Figure 1. PDN straps and rails.
Pins as bars on the die edge. Tap cells in gray.
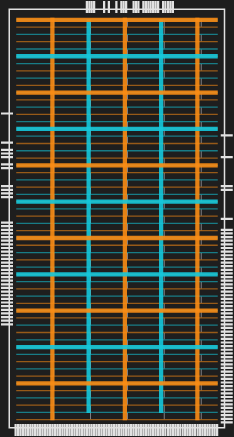
Figure 2. Cell classes on the final placement.
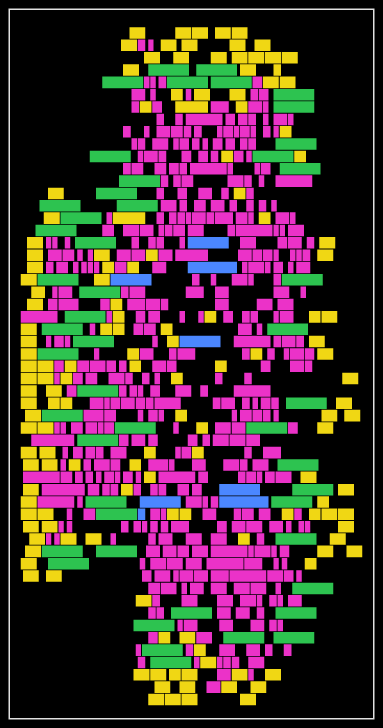
Figure 3. Clock wires, drivers and flops.
The bar under the picture is 20 um long.
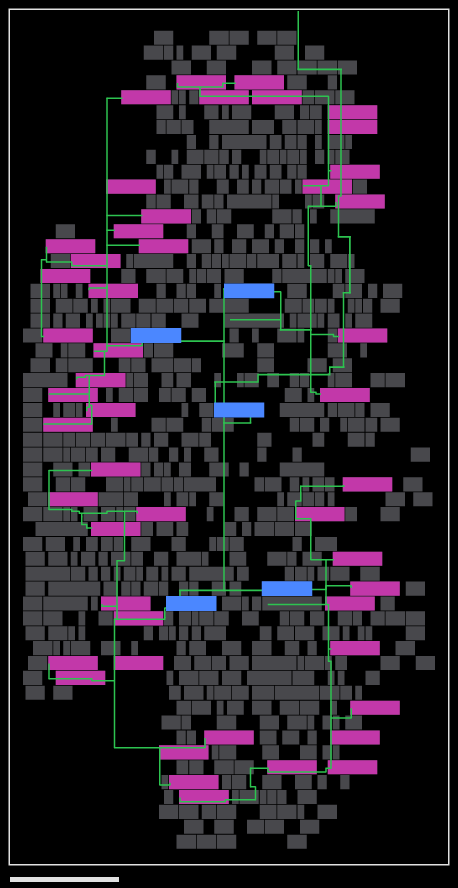
Figure 4. Signal wires by layer.
The bar under the picture is 20 um long.
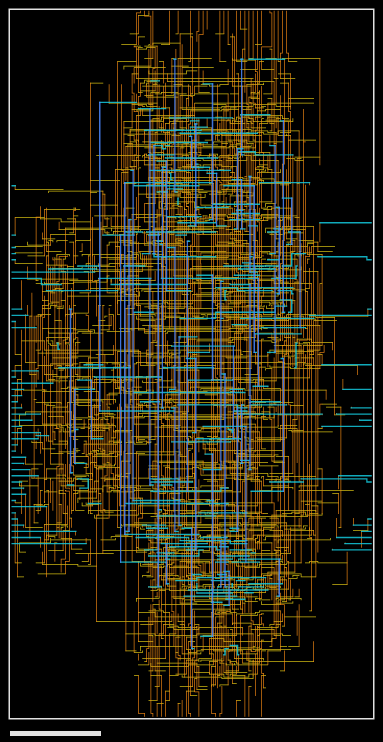
[src/rtl/shift_n_sequencer.sv]
// Multicycle shifter: picks the shift amount from one of N_SRC source words, captures it with the operand,
// then shifts up to STEP bits per cycle; start/done handshake, busy while shifting, done pulses in FINISH.
module shift_n_sequencer #(
  parameter int DATA_W  = 32,
  parameter int N_SRC   = 4,
  parameter int SEL_W   = 2,
  parameter int SHAMT_W = $clog2(DATA_W),
  parameter int STEP    = 1
) (
  input  logic                    clk,
  input  logic                    reset,
  input  logic                    start,
  input  logic [2:0]              shift_op,
  input  logic [SEL_W-1:0]        n_sel,
  input  logic [N_SRC*DATA_W-1:0] n_src,
  input  logic [DATA_W-1:0]       data_in,
  output logic [DATA_W-1:0]       data_out,
  output logic [SHAMT_W-1:0]      n_latched,
  output logic                    busy,
  output logic                    done
);

  localparam logic [2:0] OP_NOP = 3'b000;
  localparam logic [2:0] OP_SLL = 3'b001;
  localparam logic [2:0] OP_SRL = 3'b010;
  localparam logic [2:0] OP_SRA = 3'b011;
  localparam logic [2:0] OP_ROL = 3'b100;
  localparam logic [2:0] OP_ROR = 3'b101;

  typedef enum logic [1:0] {S_IDLE, S_SHIFT, S_FINISH} state_e;

  state_e             state_q, state_d;
  logic [DATA_W-1:0]  data_q, data_d;
  logic [SHAMT_W-1:0] n_q, n_d;
  logic [SHAMT_W-1:0] rem_q, rem_d;
  logic [2:0]         op_q, op_d;
  logic               busy_q, busy_d;
  logic               done_q, done_d;

  logic [SHAMT_W-1:0] n_amt;
  logic [2:0]         op_norm;
  logic [SHAMT_W-1:0] k_amt;
  logic [SHAMT_W:0]   k_inv;
  logic [DATA_W-1:0]  shifted;
  logic               unused_src;

  // Only the low SHAMT_W bits of each source word carry the amount.
  assign unused_src = ^n_src;

  always_comb begin
    n_amt = '0;
    for (int k = 0; k < N_SRC; k++) begin
      if (n_sel == SEL_W'(k)) n_amt = n_src[k*DATA_W +: SHAMT_W];
    end
  end

  assign op_norm = (shift_op > OP_ROR) ? OP_NOP : shift_op;

  always_comb begin
    if ((SHAMT_W+1)'(STEP) >= {1'b0, rem_q}) k_amt = rem_q;
    else                                     k_amt = SHAMT_W'(STEP);
  end

  assign k_inv = (SHAMT_W+1)'(DATA_W) - {1'b0, k_amt};

  always_comb begin
    case (op_q)
      OP_SLL:  shifted = data_q << k_amt;
      OP_SRL:  shifted = data_q >> k_amt;
      OP_SRA:  shifted = $signed(data_q) >>> k_amt;
      OP_ROL:  shifted = (data_q << k_amt) | (data_q >> k_inv);
      OP_ROR:  shifted = (data_q >> k_amt) | (data_q << k_inv);
      default: shifted = data_q;
    endcase
  end

  always_ff @(posedge clk or negedge reset) begin
    if (!reset) begin
      state_q <= S_IDLE;
      data_q  <= '0;
      n_q     <= '0;
      rem_q   <= '0;
      op_q    <= OP_NOP;
      busy_q  <= 1'b0;
      done_q  <= 1'b0;
    end else begin
      state_q <= state_d;
      data_q  <= data_d;
      n_q     <= n_d;
      rem_q   <= rem_d;
      op_q    <= op_d;
      busy_q  <= busy_d;
      done_q  <= done_d;
    end
  end

  always_comb begin
    state_d = state_q;
    data_d  = data_q;
    n_d     = n_q;
    rem_d   = rem_q;
    op_d    = op_q;
    case (state_q)
      S_IDLE: begin
        if (start) begin
          data_d  = data_in;
          n_d     = n_amt;
          rem_d   = n_amt;
          op_d    = op_norm;
          state_d = (n_amt == '0 || op_norm == OP_NOP) ? S_FINISH : S_SHIFT;
        end
      end
      S_SHIFT: begin
        data_d = shifted;
        rem_d  = rem_q - k_amt;
        if (rem_q == k_amt) state_d = S_FINISH;
      end
      S_FINISH: state_d = S_IDLE;
      default:  state_d = S_IDLE;
    endcase
  end

  // Flags are registered from the next state so they line up with the state they describe.
  always_comb begin
    busy_d = (state_d == S_SHIFT);
    done_d = (state_d == S_FINISH);
  end

  assign data_out  = data_q;
  assign n_latched = n_q;
  assign busy      = busy_q;
  assign done      = done_q;

endmodule
[config.mk]
export PLATFORM = sky130hd
export DESIGN_NAME = shift_n_sequencer
export DESIGN_NICKNAME = d
export VERILOG_FILES = /design/src/rtl/shift_n_sequencer.sv
export SDC_FILE = /design/constraint.sdc
export NUM_CORES = 1
export LEC_CHECK = 0
export CORE_ASPECT_RATIO = 2
export CORE_MARGIN = 2
export CORE_UTILIZATION = 38
export DETAILED_ROUTE_END_ITERATION = 7
export PLACE_DENSITY = 0.89
export REMOVE_ABC_BUFFERS = 1
export SLEW_MARGIN = 20
export SYNTH_ARGS = -nofsm -noshare
export SYNTH_HDL_FRONTEND = slang
export SYNTH_SLANG_ARGS = --single-unit
export TNS_END_PERCENT = 100
[constraint.sdc]
create_clock -name clk -period 2.85 [get_ports clk]
set_input_delay 0.855 -clock clk [delete_from_list [all_inputs] [get_ports clk]]
set_output_delay 0.855 -clock clk [all_outputs]
set_load 0.03 [all_outputs]
==> Slide: Implementation Results <==
Physical Implementation Snapshot

Power
  • Peak VDD IR: 679 uV
  • Sequential Power Share: 20.9%
  • Clock power frac: roughly a tenth

Final timing
  • RSZ-0062 raised after global routing: false
  • Fin. max-slew vios: 0
  • Worst slew margin: 54.2%
  • FMAX: 0.371 GHz
  • Minimum clock period: 2.69 ns
  • Setup WS post-layout: 0.155 ns
  • Least-Margin Pin Slew: 0.683 ns

Placement
  • Area of placed instances: around 0.0057 sq mm

Flow run
  • Max Cap Viol: 0

Synthesis
  • Number of synthesized flops with an enable pin: 0
  • Gate Count Post-Synth: 528
  • Count leader, synth: nand2_1
  • Cell area after synthesis: 0.00439 sq mm
  • Syn avg cell area: ~8.3 sq um
  • Synth warn: 0

Status
  • Status: completed

Worst setup path
  • Critical path class: flip-flop to flip-flop
  • Worst Path Arrival: 2.85 ns
  • Crit path required time: 3.01 ns
  • Critical path launch point type: flip-flop

Clocking
  • Clock root buffer: clkbuf_16
  • CTS tree: yes
  • Reg clk slew, reported paths: 0.07 ns

Worst hold path
  • HP Start: n_latched[0]$_DFFE_PN0P_
  • Hold Path Sink: n_latched[0]$_DFFE_PN0P_

Floorplanning
  • Row cnt: roughly 55
  • Die ar.: 0.0125 sq mm
  • Die height: 156 um

Global routing
  • Initial antenna violation count: 0
  • GR Util All Layers: 29.9%
  • Largest net degree at the start of global routing: around 50
  • First-pass GRT wire length: 28.5 mm
Notes on Figure 1 above:
| net | color |
|---|---|
| VDD | cyan |
| VSS | orange |
rows: 55
met1 rails: 56
signal pins: 207
tap cells: 142
met5 straps: 11

Notes on Figure 2 above:
| class | color | cells | share of their area |
|---|---|---|---|
| clock drivers and dummy loads | blue | 8 | 3.3% |
| all other logic | magenta | 426 | 51% |
| flip-flops | green | 49 | 21% |
| other buffers and delay cells | yellow | 146 | 24% |

Notes on Figure 3 above:
[clock wires] green | length: 770 um
[cells driving clock nets] blue | count: 5
[flip-flops] magenta | count: 49
routed clock nets: 6
flops lie: spread over the die

Notes on Figure 4 above:
| layer | color | wire length |
|---|---|---|
| met3 | cyan | 1,530 um |
| met1 | yellow | 6,070 um |
| met4 | blue | 1,620 um |
| met2 | orange | 9,240 um |

-- repair_timing --
| action | in CTS | in global routing |
|---|---|---|
| gates resized | 1 | 2 |
| setup buffers | 0 | 0 |
| endpoints found under the setup margin | 4 | 2 |
-- metal layers --
layer / track usage, % / part of all wire [%] / routed length (um) / vias to the layer above
met4: 23.8 / 8.8 / 1620 / 0
met2: 50.6 / 50 / 9240 / 442
met3: 5.09 / 8.3 / 1520 / 117
met1: 31.8 / 33 / 6070 / 2418
li1: - / - / - / 2236
met5: 0 / 0 / 0 / -
-- cell usage in the layout, fill, tap and decap left out, drive strengths merged, types with 16 or more instances in the layout --
cell / Yosys / layout
clkdlybuf4s50: 0 / 96
nand2: 78 / 78
dfrtp: 49 / 49
buf: 22 / 49
o21ai: 39 / 39
a21oi: 36 / 36
mux2i: 28 / 28
nor2: 28 / 28
nand3: 16 / 16
a31oi: 16 / 16
-- power by group through the flow --
stage / Clock [W] / Sequential (W) / Combinational, W
after floorplan: 0 / 0.00206 / 0.00266
after global placement: 0 / 0.00164 / 0.00534
after detailed placement: 0 / 0.00165 / 0.00543
after CTS: 0.000787 / 0.00164 / 0.00545
after global routing: 0.000826 / 0.00171 / 0.00588
final: 0.000785 / 0.00168 / 0.00557
-- logic make-up (layout without fill, tap and decap cells) --
group                    Yosys count  count (layout)  synth area share, %
AND-OR/OR-AND                    189             189                 30.1
XOR/XNOR                           2               2                0.399
flip-flops                        49              49                 27.9
adder cells (fa/ha/maj)            2               2                0.570
buffers and inverters             60             161                 6.01
multiplexers                      50              50                 16.0
AND/OR/NAND/NOR                  175             175                 18.9
other                              1               1               0.0854
-- critical path, cell delays in order, from the launching register on --
cell	delay (ns)
dfrtp_1	0.50
nor3_2	0.10
nand2_2	0.09
inv_2	0.04
ha_1	0.45
clkinvlp_4	0.37
mux4_2	0.37
a222oi_1	0.45
o221ai_1	0.18
-- flip-flops by register name (all words and copies together) (netlist names) --
register   count
data_out      32
n_latched      5
rem_q          5
op_q           3
state_q        2
busy           1
done           1
-- through the flow --
step | util, % | total power (W) | setup TNS (ns) | std cells
4_1_cts | 52.1 | 0.00788 | 0 | 771
3_5_place_dp | 50.4 | 0.00707 | -1.45 | 763
3_3_place_gp | 50.4 | 0.00698 | -0.991 | 763
2_1_floorplan | - | 0.00472 | -31.78 | 475
6_report | 52.2 | 0.00804 | 0 | 771
5_1_grt | 52.2 | 0.00841 | 0 | 771
-- area by class of cell --
type,count,area [sq um]
Inverter,7,30.0
Sequential cell,49,1230
Timing Repair Buffer,146,1360
Fill cell,1076,5390
Multi-Input combinational cell,419,2910
Clock inverter,3,65.1
Tap cell,142,178
Clock buffer,5,125
Power figures rest on the tool's default switching activity, not on a simulated workload.
